===== config.mk =====
export PLATFORM = sky130hd
export DESIGN_NAME = destuffing
export DESIGN_NICKNAME = d
export VERILOG_FILES = /design/src/rtl/destuffing.sv
export SDC_FILE = /design/constraint.sdc
export NUM_CORES = 1
export LEC_CHECK = 0
export ABC_CLOCK_PERIOD_IN_PS = 1800
export CORE_UTILIZATION = 30
export DETAILED_ROUTE_END_ITERATION = 10
export GPL_TIMING_DRIVEN = 0
export PLACE_DENSITY = 0.53
export SKIP_LAST_GASP = 1
export SLEW_MARGIN = 20
export SYNTH_ARGS = -nofsm -noshare
export SYNTH_HDL_FRONTEND = slang
export SYNTH_SLANG_ARGS = --single-unit

===== constraint.sdc =====
create_clock -name clock -period 1.8 [get_ports clock]
set_input_delay 0.36 -clock clock [delete_from_list [all_inputs] [get_ports clock]]
set_output_delay 0.36 -clock clock [all_outputs]
set_load 0.03 [all_outputs]

===== src/rtl/destuffing.sv =====
// ---------------------------------------------------------------------------
// destuffing
//   Bit destuffer for a CAN-style serial receiver. Each high phase of activ
//   is one processing event. On an event the sampled bus bit is either
//   passed on as a data bit, dropped as a stuff bit (after five equal bits),
//   or flagged as a stuff error (six equal bits). With direct high,
//   destuffing is bypassed and every bit is passed through.
//
// Ports
//   clock  in   system clock, rising edge
//   reset  in   synchronous active-high reset
//   bitin  in   sampled bus bit (0 = dominant)
//   activ  in   level strobe, one event per high phase
//   direct in   bypass destuffing (error frames, interframe space)
//   clrerr in   clears the sticky stuff-error flag
//   bitout out  last destuffed data bit (registered)
//   dataen out  one-clock pulse when bitout carries a new data bit
//   stuff  out  last processed bit was a discarded stuff bit (level)
//   stferr out  sticky stuff-error flag
//   runcnt out  current equal-bit run length, 0..5
// ---------------------------------------------------------------------------
module destuffing (
  input  logic       clock,
  input  logic       reset,
  input  logic       bitin,
  input  logic       activ,
  input  logic       direct,
  input  logic       clrerr,
  output logic       bitout,
  output logic       dataen,
  output logic       stuff,
  output logic       stferr,
  output logic [2:0] runcnt
);

  logic       edged_r;
  logic       buf_r;
  logic [2:0] count_r;
  logic       bitout_r;
  logic       dataen_r;
  logic       stuff_r;
  logic       stferr_r;

  logic       event_s;
  logic       err_s;
  logic       buf_s;
  logic [2:0] count_s;
  logic       bitout_s;
  logic       dataen_s;
  logic       stuff_s;
  logic       stferr_s;

  // Next-state computation for one processing event (or hold when idle).
  always_comb begin
    event_s  = activ & ~edged_r;
    err_s    = 1'b0;
    buf_s    = buf_r;
    count_s  = count_r;
    bitout_s = bitout_r;
    dataen_s = 1'b0;
    stuff_s  = stuff_r;

    if (event_s) begin
      if (direct) begin
        // Bypass: pass the bit through and restart run counting.
        bitout_s = bitin;
        dataen_s = 1'b1;
        stuff_s  = 1'b0;
        count_s  = 3'd0;
      end else begin
        case (count_r)
          3'd0: begin
            buf_s    = bitin;
            count_s  = 3'd1;
            bitout_s = bitin;
            dataen_s = 1'b1;
            stuff_s  = 1'b0;
          end
          3'd1, 3'd2, 3'd3, 3'd4: begin
            if (bitin == buf_r) begin
              count_s = count_r + 3'd1;
            end else begin
              buf_s   = bitin;
              count_s = 3'd1;
            end
            bitout_s = bitin;
            dataen_s = 1'b1;
            stuff_s  = 1'b0;
          end
          3'd5: begin
            if (bitin != buf_r) begin
              // Stuff bit: dropped, but it opens the next run.
              stuff_s = 1'b1;
              buf_s   = bitin;
              count_s = 3'd1;
            end else begin
              // Sixth equal bit: stuff error.
              err_s   = 1'b1;
              stuff_s = 1'b0;
              count_s = 3'd0;
            end
          end
          default: begin
            // Counter values above 5 cannot occur; recover to an empty run.
            count_s = 3'd0;
            stuff_s = 1'b0;
          end
        endcase
      end
    end else begin
      dataen_s = 1'b0;
    end

    // A new error in this clock wins over a simultaneous clear.
    if (err_s) begin
      stferr_s = 1'b1;
    end else if (clrerr) begin
      stferr_s = 1'b0;
    end else begin
      stferr_s = stferr_r;
    end
  end

  // State and output registers with synchronous reset.
  always_ff @(posedge clock) begin
    if (reset) begin
      edged_r  <= 1'b0;
      buf_r    <= 1'b0;
      count_r  <= 3'd0;
      bitout_r <= 1'b1;
      dataen_r <= 1'b0;
      stuff_r  <= 1'b0;
      stferr_r <= 1'b0;
    end else begin
      // edged tracks activ: set by the event, cleared when activ drops.
      edged_r  <= activ;
      buf_r    <= buf_s;
      count_r  <= count_s;
      bitout_r <= bitout_s;
      dataen_r <= dataen_s;
      stuff_r  <= stuff_s;
      stferr_r <= stferr_s;
    end
  end

  assign bitout = bitout_r;
  assign dataen = dataen_r;
  assign stuff  = stuff_r;
  assign stferr = stferr_r;
  assign runcnt = count_r;

endmodule


==> impl_metrics.json, run 1 <==
{
  "status": "finished with violations",
  "violations": "DRC",
  "firstDrtPassIters": 6,
  "root_buffer": "clkbuf_4",
  "arrival_ns": 1.28,
  "start_kind": "flip-flop",
  "clock.latency.late_pin_ns": 0.26,
  "drive_gt1_frac": 0.145,
  "setup_viol": 0,
  "io_pins": 13,
  "cts_tree": "built",
  "syn_nets": 64,
  "power-per-cell-area_mw_per_mm2": 646,
  "cts_resized": 0,
  "yosys_warnings": 0,
  "gp_congestion": 0.707,
  "ff_latch_area_sq_um": 180,
  "routedWlPerCell_um": 12.2,
  "fin_crit_sh": 0.911,
  "detailed_place_hpwl_um": 770,
  "nFillCells": 166,
  "drtAntennaViolNets": 0,
  "fp-row-count": 14,
  "hold_viol": 0,
  "chip_area_sq_mm": 0.00190,
  "rsz0062_at_grt": "false",
  "slew_headroom": 0.712,
  "area_leaders": "dfxtp_1 35%, ha_1 9.7%, nand2b_1 4.8%",
  "drc": 4,
  "critical_path_class": "flip-flop to output port",
  "via_per_inst": 5.18,
  "slowest_stage": "clkdlybuf4s50_1",
  "overflow": 0,
  "syn_inst": 54,
  "lay_top_cells": "9 x dfxtp_1, 9 x clkdlybuf4s50_1",
  "path_max_fanout": 3,
  "drtIter0Drc": 8,
  "post-cts-setup-buffers": 0,
  "critical_path.top_delay_family": "buffers and inverters",
  "htree_levels": 1,
  "holdBufCountCts": 0,
  "yosysCellCount": 54,
  "maxSlewViolCount": 0,
  "nets": 80,
  "yosysChipArea_sq_um": 518,
  "areaGrowthSynthToFinish_pct": 31.2,
  "synth-seq-cells": 9,
  "vdd_drop_max_uv": 451,
  "logic_area_sq_um": 318,
  "endpoint_kind": "output port",
  "max_freq_mhz": 610,
  "hold_class": "flip-flop to flip-flop",
  "yosysTopAreaCell": "dfxtp_1",
  "fp_util": 0.332,
  "grt_pass1_vias": 411,
  "cts_buffer_depth": 2,
  "grt_pass1_wl_um": 1730,
  "grt_max_degree": 11,
  "antennaDiodeCount": 0,
  "critical_path_required_ns": 1.44,
  "cts_buffers": 3,
  "path_cells": "clkdlybuf4s50_1",
  "antenna_found_initial": 0,
  "cts_sinks": 9,
  "top_area_frac": 0.348,
  "utilization": 0.436,
  "cp_num_buf_inv": 1,
  "path_clk_slew_ns": 0.06,
  "synth_cell_type_count": 27,
  "coreArea_sq_mm": 0.00156,
  "track_usage": 0.128,
  "setup_tns_ns": 0,
  "syn_avg_cell_area_sq_um": 9.59,
  "critPathMaxStageDelay_ns": 0.67,
  "warnings": 29,
  "maxCapViolCount": 0,
  "fin_crit_ns": 1.64,
  "ys_seq_share": 0.348,
  "leakagePower_nw": 0.277,
  "tightest_slew_ns": 0.433,
  "syn_area_sq_um": 518,
  "clock_skew_ns": 0.00669
}
-- run 1: cell usage after synthesis --
library cell and number:
dfxtp_1 9, nand3b_1 1, o21ai_0 1, buf_2 1, inv_1 3, a21oi_1 4, or4_4 1, a311oi_2 1
nand3_1 2, nor4bb_1 1, o211ai_2 1, xnor2_1 1, nand2_1 4, a22oi_1 1, nor3_1 1, nand4_1 3
ha_1 4, nor3b_4 1, clkbuf_1 1, a21bo_2 1, o211ai_1 1, nand2b_1 4, nor3b_1 1, xor2_2 1
o32ai_1 1, a32oi_1 1, nor2b_1 3
-- run 1: flip-flops by register name, indices dropped and copies added, names as in the netlist --
register,count
edged_r,1
stferr,1
buf_r,1
stuff,1
bitout,1
dataen,1
runcnt,3
-- run 1: metal layers --
| metal | vias to the layer above | GRT usage | share of wire |
|---|---|---|---|
| li1 | 226 | - | - |
| met1 | 199 | 0.152 | 0.47 |
| met2 | 13 | 0.194 | 0.45 |
| met3 | 2 | 0.0750 | 0.073 |
| met4 | 0 | 0.0375 | 0.0039 |
| met5 | - | 0 | 0 |
-- run 1: stage by stage --
| step | instance area [sq um] | hold WS, ns | power (mW) | cells | setup WS (ns) |
|---|---|---|---|---|---|
| final | 679 | 0.464 | 0.439 | 85 | 0.160 |
| after CTS | 674 | 0.464 | 0.448 | 85 | 0.00656 |
| after floorplan | 518 | 0.488 | 0.259 | 54 | 0.0627 |
| after global placement | 648 | 0.445 | 0.287 | 81 | 0.138 |
| after detailed placement | 648 | 0.455 | 0.287 | 81 | 0.156 |
| after global routing | 679 | 0.495 | 0.471 | 85 | 0.0859 |
-- run 1: layout make-up --
type / instances / share of cell area
well taps: 16 / 0.0295
repair buffers: 11 / 0.169
plain buffers: 2 / 0.0129
flip-flops and latches: 9 / 0.265
clock buffers: 4 / 0.0387
multi-input cells: 40 / 0.468
inverters: 3 / 0.0166
-- run 1: where the power goes --
part | internal [mW] | switching, mW | total [mW]
registers | 0.206 | 0.00592 | 0.211
logic | 0.0331 | 0.0370 | 0.0700
clock network | 0.0855 | 0.0721 | 0.158
total | 0.324 | 0.115 | 0.439
-- run 1: kinds of logic after synthesis --
family / synth area share
AOI/OAI and AO/OA: 0.184
xor gates and xnor gates: 0.0483
adders and majority gates: 0.0966
buffers and inverters: 0.0386
DFF: 0.348
and+or+nand+nor: 0.285
-- run 1: final timing paths --
path | endpoint | depth (start not counted) | startpoint | slack, ns
worst max-delay path | runcnt[2] | 1 | runcnt[2] | 0.16
worst min-delay path | stuff | 2 | stuff | 0.46
worst max register to register | runcnt[1] | 5 | runcnt[1] | 0.18
worst min register to register | stuff | 2 | stuff | 0.46
**Run 1: congestion heat map**

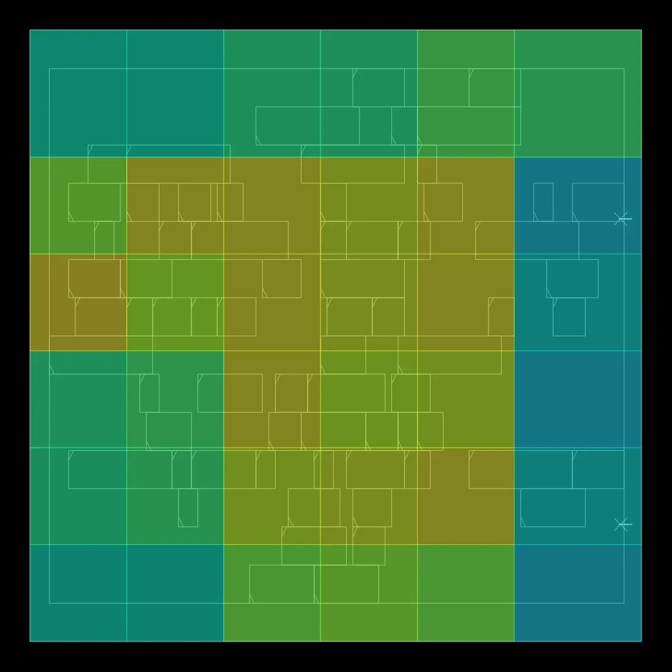
met2 usage: 0.194
met1 Usage GRT: 0.152

**Run 1: metal 1**

Scale bar: 10 um.
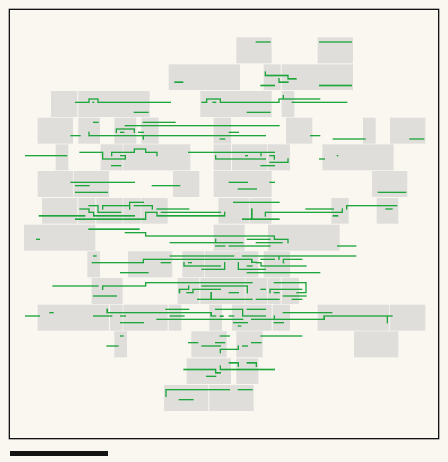
The longest straight run is 17.9 um. The wires run mostly horizontal. 65 nets have wire on it. The layer carries 492 um of wire. The layer holds 48% of the routed length.
Vias: 440
Total Wirelength: 1030 um

**Run 1: ports around the boundary**

Scale bar: 10 um. Pins as bars across the die edge, other pins in grey.
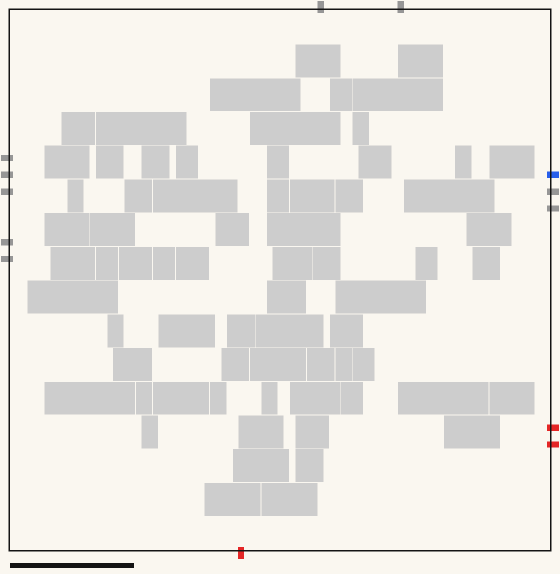
runcnt: in red, pins 3, direction output, edge 2 right, 1 bottom. reset: in blue, pins 1, direction input, edge right.
All pins by edge: 5 left, 5 right, 2 top, 1 bottom.
Die Wd: 43.6 um
Port-buffer cells: 11
Die H: 43.6 um

==> run 2: changes to the inputs <==
--- a/config.mk
+++ b/config.mk
@@ -5,11 +5,12 @@
 export SDC_FILE = /design/constraint.sdc
 export NUM_CORES = 1
 export LEC_CHECK = 0
-export ABC_CLOCK_PERIOD_IN_PS = 1800
-export CORE_UTILIZATION = 30
+export ABC_CLOCK_PERIOD_IN_PS = 1860
+export CORE_AREA = 2 2 39 41
 export DETAILED_ROUTE_END_ITERATION = 10
+export DIE_AREA = 0 0 41 43
 export GPL_TIMING_DRIVEN = 0
-export PLACE_DENSITY = 0.53
+export PLACE_DENSITY = 0.66
 export SKIP_LAST_GASP = 1
 export SLEW_MARGIN = 20
 export SYNTH_ARGS = -nofsm -noshare
==> constraint.sdc (replaced) <==
create_clock -name clock -period 1.86 [get_ports clock]
set_input_delay 0.372 -clock clock [delete_from_list [all_inputs] [get_ports clock]]
set_output_delay 0.372 -clock clock [all_outputs]
set_load 0.03 [all_outputs]
**Run 2: metal 3**

Scale bar: 10 um.
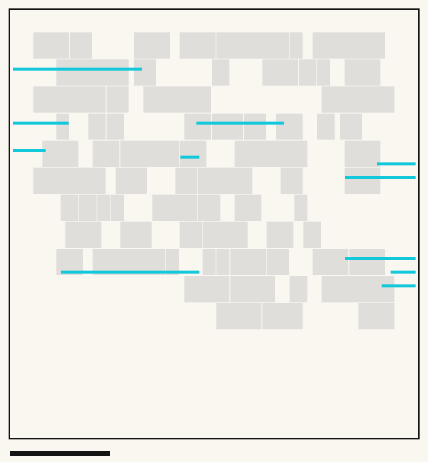
The layer holds 6.6% of the routed length. 9 nets have wire on it. The longest straight run is 13.6 um. The layer carries 67.1 um of wire. The wires run mostly horizontal.
routing usage on met3: 0.0785
Vias: 437
Total Wirelength: 1020 um

**Run 2: ports around the boundary**

Scale bar: 10 um. Pins as bars across the die edge, other pins in grey.
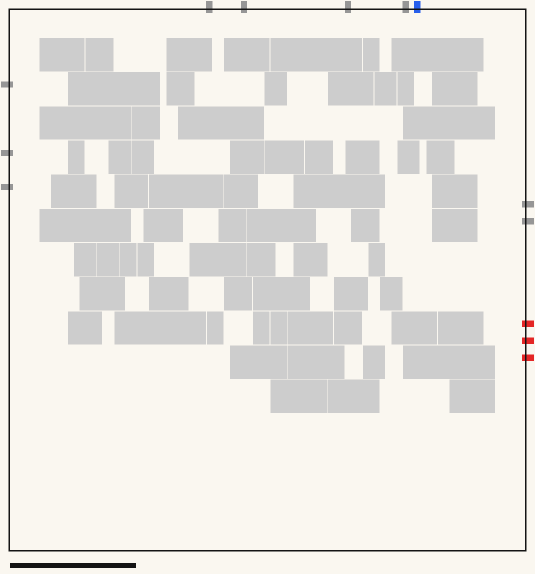
reset: in blue, pins 1, direction input, edge top. runcnt: in red, pins 3, direction output, edge right.
All pins by edge: 5 top, 5 right, 3 left.
Die H: 43 um
Die Wd: 41 um

==> run 2 against run 1 <==
  * The run now ends clean
  * Combinational power down 2%
  * Count of clock-buffer cells in the layout is the same
  * Routed wire length fell by 1.3%
  * Die size is 7.1% lower
  * Clock skew up 0.0018 ns
==> impl_metrics.json, run 2 <==
{
  "status": "finished clean",
  "max_freq_mhz": 559,
  "cts_buffer_depth": 2,
  "hold_viol": 0,
  "cts_resized": 0,
  "min_to": "stuff",
  "grt_pass1_vias": 429,
  "endpoint_kind": "output port",
  "cts_tree": "built",
  "clock.latency.late_pin_ns": 0.27,
  "setup_tns_ns": 0,
  "drive_gt1_frac": 0.145,
  "critical_path.top_delay_family": "buffers and inverters",
  "drtIter0Drc": 4,
  "drc": 0,
  "nets": 80,
  "power-per-cell-area_mw_per_mm2": 633,
  "cp_num_buf_inv": 1,
  "fp_util": 0.374,
  "path_clk_slew_ns": 0.06,
  "drtAntennaViolNets": 0,
  "path_max_fanout": 6,
  "cts_buffers": 3,
  "worstRegToRegCells": 5,
  "largest_reg_flops": 3,
  "tightest_slew_ns": 0.420,
  "ys_top_cells_by_count": "9 x dfxtp_1, 4 x a21oi_1, 4 x ha_1, 4 x nand2_1, 4 x nand2b_1",
  "nFillCells": 139,
  "fp-row-count": 14,
  "ff_latch_area_sq_um": 180,
  "syn_nets": 64,
  "synth_cell_type_count": 27,
  "min_from": "stuff",
  "yosysTopAreaCell": "dfxtp_1",
  "yosys_warnings": 0,
  "rr_startpoint": "runcnt[1]",
  "synth-seq-cells": 9,
  "yosysCellCount": 54,
  "maxSlewViolCount": 0,
  "critPathMaxStageDelay_ns": 0.71,
  "leakagePower_nw": 0.241,
  "gp_congestion": 0.704,
  "slowest_stage": "clkdlybuf4s50_1",
  "htree_levels": 1,
  "post-cts-setup-buffers": 0,
  "critical_path_required_ns": 1.49,
  "grt_pass1_wl_um": 1770,
  "clock_skew_ns": 0.00846,
  "maxCapViolCount": 0,
  "area_leaders": "dfxtp_1 35%, ha_1 9.7%, nand2b_1 4.8%",
  "firstDrtPassIters": 3,
  "detailed_place_hpwl_um": 757,
  "synth-edff-count": 0,
  "slew_headroom": 0.720,
  "io_pins": 13,
  "whs_path_depth": 2,
  "reg2reg_slack_ns": 0.24,
  "logic_area_sq_um": 318,
  "cts_sinks": 9,
  "lay_top_count": "clkdlybuf4s50_1",
  "hold_class": "flip-flop to flip-flop",
  "reg2reg_to": "runcnt[1]",
  "path_cells": "clkdlybuf4s50_1",
  "utilization": 0.487,
  "critical_path_class": "flip-flop to output port",
  "yosysChipArea_sq_um": 518,
  "syn_avg_cell_area_sq_um": 9.59,
  "root_buffer": "clkbuf_4",
  "top_cell": "dfxtp_1",
  "yosys_most_used_dff": "dfxtp_1",
  "rsz0062_at_grt": "false",
  "port_buffers": 11,
  "syn_inst": 54,
  "chip_area_sq_mm": 0.00176,
  "track_usage": 0.152,
  "top_area_frac": 0.348,
  "vdd_drop_max_uv": 339,
  "overflow": 0,
  "routedWlPerCell_um": 12.0,
  "setup_viol": 0,
  "ys_seq_share": 0.348,
  "fin_crit_ns": 1.79,
  "areaGrowthSynthToFinish_pct": 30.2,
  "syn_area_sq_um": 518,
  "lay_top_cells": "11 x clkdlybuf4s50_1, 9 x dfxtp_1",
  "holdBufCountCts": 0,
  "fin_crit_sh": 0.961,
  "antenna_found_initial": 0,
  "start_kind": "flip-flop",
  "warnings": 29,
  "antennaDiodeCount": 0,
  "arrival_ns": 1.42,
  "grt_max_degree": 11,
  "via_per_inst": 5.14,
  "async_flop_share": 0,
  "coreArea_sq_mm": 0.00138
}
[run 2: cell counts after synthesis]
Identical to the previous run, type by type.
[run 2: area by class of cell]
class                   instances  area share
well taps                      16      0.0297
clock buffers                   4      0.0390
inverters                       3      0.0167
flip-flops and latches          9       0.267
repair buffers                 11       0.163
multi-input cells              40       0.471
plain buffers                   2      0.0130
[run 2: where the power goes]
part | switching [mW] | total (mW) | internal [mW]
Sequential | 0.00568 | 0.205 | 0.199
Clock | 0.0709 | 0.154 | 0.0828
Combinational | 0.0363 | 0.0685 | 0.0322
Total | 0.113 | 0.427 | 0.314
[run 2: cells by family (layout without fill, tap and decap cells)]
kind of cell | count (synthesis) | after routing | synth area share
simple gates | 22 | 22 | 0.285
compound gates | 12 | 12 | 0.184
flops | 9 | 9 | 0.348
buf+inv | 5 | 20 | 0.0386
fa+ha+maj | 4 | 4 | 0.0966
xor+xnor | 2 | 2 | 0.0483
[run 2: per-layer routing]
layer,wire length (um),track usage,vias to the layer above,share of wire
met4,14,0.0600,0,0.014
li1,-,-,226,-
met5,0,0,-,0
met1,496,0.185,197,0.49
met3,67,0.0785,3,0.066
met2,442,0.219,11,0.43
[run 2: per-stage QoR]
stage / power, mW / worst slack [ns] / cell area, sq um / std cells / hold WS (ns)
floorplan: 0.251 / 0.123 / 518 / 54 / 0.500
global placement: 0.278 / 0.183 / 648 / 81 / 0.446
detailed placement: 0.278 / 0.184 / 648 / 81 / 0.453
CTS: 0.435 / 0.0570 / 674 / 85 / 0.462
global route: 0.446 / 0.0169 / 674 / 85 / 0.473
finish: 0.427 / 0.0719 / 674 / 85 / 0.459
[run 2: how the worst max path moves through the flow]
stage / slack, ns / endpoint / depth (start not counted) / start
4_1_cts: 0.06 / runcnt[0] / 1 / runcnt[0]
3_3_place_gp: 0.18 / runcnt[0] / 4 / activ
2_1_floorplan: 0.12 / runcnt[0] / 5 / runcnt[1]
3_5_place_dp: 0.18 / runcnt[0] / 4 / activ
6_report: 0.07 / runcnt[0] / 1 / runcnt[0]
5_1_grt: 0.02 / runcnt[0] / 1 / runcnt[0]
Power is estimated from default activity; no workload was simulated.
